Design alu_misr, sky130hd; sources not shown.
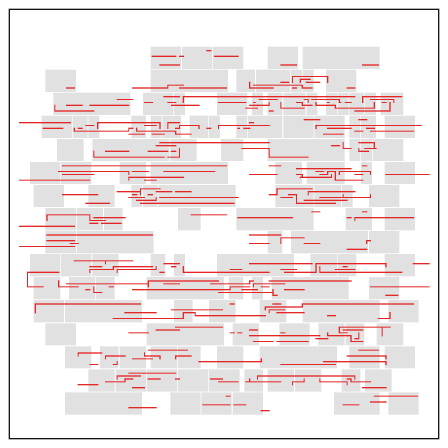
Fig. 1. The metal 1 layer (run 1).
The layer carries 894 µm of wire. The longest straight run is 20.2 µm. The wires run mostly horizontal.
drt total wl: 1890 µm
Vias: 753
grt met1 use: 0.213

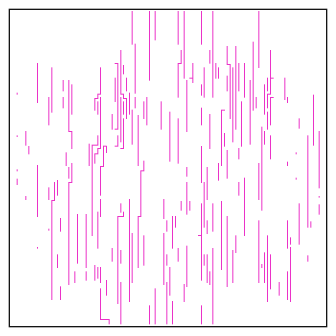
Fig. 2. The metal 2 layer (run 1).
The wires run mostly vertical. The layer holds 47% of the routed length. 124 nets have wire on it. The longest straight run is 16.3 µm. The layer carries 896 µm of wire.
met2 Usage GRT: 0.283

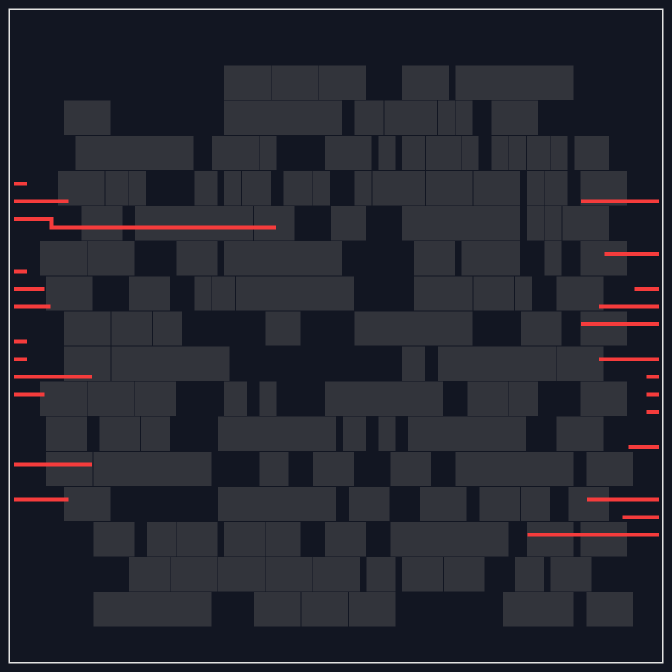
Fig. 3. M3 wires (run 1).
The wires run mostly horizontal. The layer holds 5.1% of the routed length.
M3 GR Usage: 0.0298

==> changes_impl.md, run 1 <==
## Implementation

* Worst-Margin Slew at approximately 0.42 ns
* Hold Path Class: in -> async
* GPL Wtd Cong at between 0.6 and 0.7
* Post-synth EDFFs at 0
* Pwr/cell area at between 400 and 500 mW/mm²
* DR vias/cell at around 4.7
* IO buf count at around 40
* Outcome: finished clean
* Late-Pin Clk Latency at around 0.28 ns
* HPWL Detailed at ~1400 µm
* Simple-Gate Area Share at 0.183
* DRT iter0 DRCs at 6
* Most frequent cells in the layout: 40 x clkdlybuf4s50_1, 18 x dfrtp_1, 16 x xnor2_1, 14 x nand2_1, 11 x nand2_2
* Chip Area, Yosys at roughly 950 µm²
* CTS Hold Bufs at 0
* Critical Path AT at approximately 1.3 ns
* Fmax at ~520 MHz
* Final period util at 0.891
* Dominant cell type by area after synthesis: dfrtp_1
* Max clock buf depth at 2
run 1: per-stage QoR:
stage          total power [µW]  area, µm²  hold WS, ns  setup slack [ns]
3_5_place_dp                532       1360        0.366             0.267
5_1_grt                     730       1390        0.182             0.166
6_report                    690       1390        0.198             0.234
4_1_cts                     698       1380        0.391             0.219
3_3_place_gp                529       1360        0.362             0.280
2_1_floorplan               444        921      -0.0156             0.956
run 1: cell type report:
class	count	area, µm²	share of cell area
Multi-Input combinational cell	64	439	0.315
Clock buffer	3	22.5	0.0162
Tap cell	27	33.8	0.0243
Sequential cell	18	450	0.323
Timing Repair Buffer	41	415	0.298
Inverter	7	31.3	0.0225
Fig. 4: run 1, I/O pins on the die edge
Pins as bars across the die edge, other pins in grey.
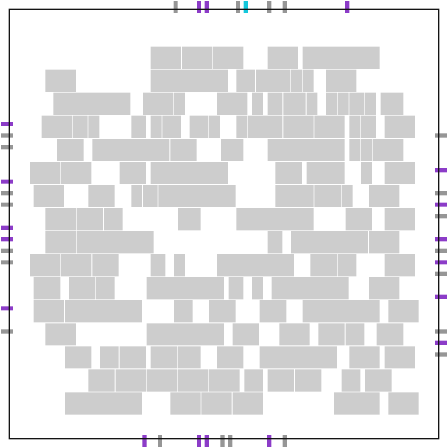

## Run 2: what changed since run 1
--- a/config.mk
+++ b/config.mk
@@ -5,10 +5,10 @@
 export SDC_FILE = /design/constraint.sdc
 export NUM_CORES = 1
 export LEC_CHECK = 0
-export ABC_AREA = 1
+export ABC_AREA = 0
 export CAP_MARGIN = 40
 export CORE_MARGIN = 2
-export CORE_UTILIZATION = 44
+export CORE_UTILIZATION = 42
 export CTS_CLUSTER_DIAMETER = 100
 export DETAILED_ROUTE_END_ITERATION = 8
 export GPL_TIMING_DRIVEN = 0
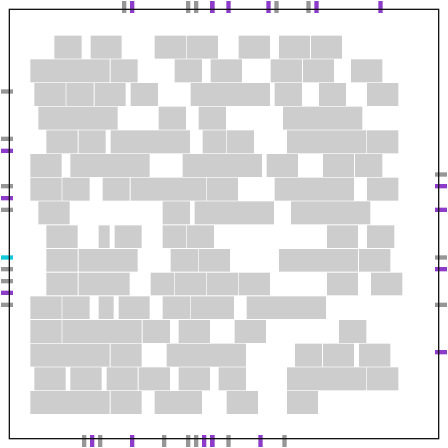
Fig. 5. I/O pins on the die edge (run 2).
Pins as bars across the die edge, other pins in grey.
signature: drawn in purple, pins 18, direction output, edge 6 top, 5 bottom, 4 right, 3 left. clear: drawn in cyan, pins 1, direction input, edge left.
All pins by edge: 12 bottom, 11 left, 11 top, 7 right.
IO buf count: 40
Die Y: 49.1 µm
die width: 49.1 µm

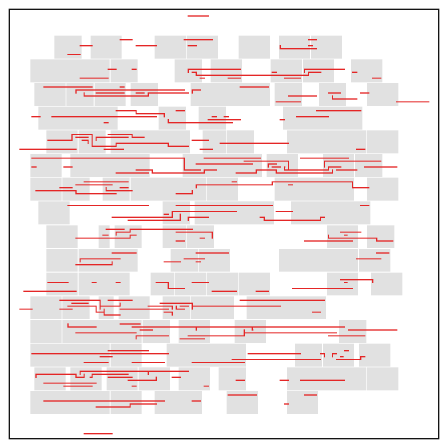
Fig. 6. The metal 1 layer (run 2).
The longest straight run is 24.4 µm. The layer holds 43% of the routed length. 106 nets have wire on it.
drt total wl: 1770 µm
grt met1 use: 0.224
Vias: 645

==> changes_impl.md, run 2 <==
## Implementation

* Outcome: finished clean
* DP Worst Slack at -0.00104 ns (-0.268 ns)
* Final period util at 0.908 (+0.0165)
* DR vias/cell at 4.96 (+5.4%)
* Flops at 18 (unchanged)
* Non-clock buffer share at 0.314 (+0.0158)
* Worst-Margin Slew at 0.703 ns (+0.279 ns)
* Logic share of the area at 0.289 (-0.0259)
* Chip Area, Yosys at 856 µm² (-10%)
* Max clock buf depth at 2 (unchanged)
* Most frequent cells in the layout: 40 x clkdlybuf4s50_1, 18 x dfrtp_1, 16 x xor2_1, 10 x a22o_2, 7 x a22o_1
* Count of clock buffers in the final design at 4 (+1)
* M3 GR Usage at 0.0368 (+0.00705)
* Pwr/cell area at 542 mW/mm² (+9.4%)
* Hold Path Class: in -> async
* Pin count of the biggest net entering global routing at 19
* Tot Pwr at 717 µW (+3.9%)
* Gr busiest metal: met2
* Clock buf/inv share at 0.0274 (+0.0113)
* Final hold viol count at 0
* Sequential cell area at 450 µm² (unchanged)
* Seq/total area at 0.341 (+0.0171)
* Met2 Usage GRT at 0.266 (-0.0171)
* Inverters at 1 (-6)
* GPL Wtd Cong at 0.650 (-3.9%)
* HPWL Detailed at 1250 µm (-7.3%)
* Final WS setup at 0.199 ns (-0.0354 ns)
* CTS tree: built
* Critical Path AT at 1.37 ns (+0.03 ns)
* Area-dominant class: sequential cells
* WP buf/inv at 1
* DRT iter0 DRCs at 8 (+2)
* Post-synth EDFFs at 0 (unchanged)
* Fmax at 512 MHz (-1.8%)
* CTS Hold Bufs at 0 (unchanged)
* Mi-comb count at 39 (-39%)
* Pint at roughly 540 µW
* RSZ-0062 raised after global routing: no
* Synth Cell Area at around 860 µm²
* Simple-Gate Area Share at 0.0468 (-0.136)
* Combinational gate area at 383 µm² (-13%)
* Fin Hold WS at 0.195 ns (-0.00302 ns)
* TAP cells at 27 (unchanged)
* Initial antenna violation count at 0
* Late-Pin Clk Latency at 0.28 ns (about the same)
* Non-clk bufs at 41 (unchanged)
-- run 2: cell count changes after synthesis, sizes merged, moves of 2 or more --
cell / previous run / this run
o22ai: 2 / 0
a22o: 0 / 17
inv: 7 / 1
xnor2: 16 / 1
xor2: 0 / 16
nand2: 26 / 0
nand3: 3 / 0
nand3b: 2 / 0
o21ai: 14 / 0
nor3: 0 / 2
-- run 2: metrics by stage --
stage          instances   util  instance area (µm²)  TNS [ns]
3_3_place_gp         125  0.655                 1270         0
4_1_cts              129  0.673                 1310         0
6_report             130  0.681                 1320         0
2_1_floorplan         58      -                  837         0
3_5_place_dp         125  0.655                 1270  -0.00104
5_1_grt              130  0.681                 1320         0
Power figures rest on the tool's default switching activity, not on a simulated workload.
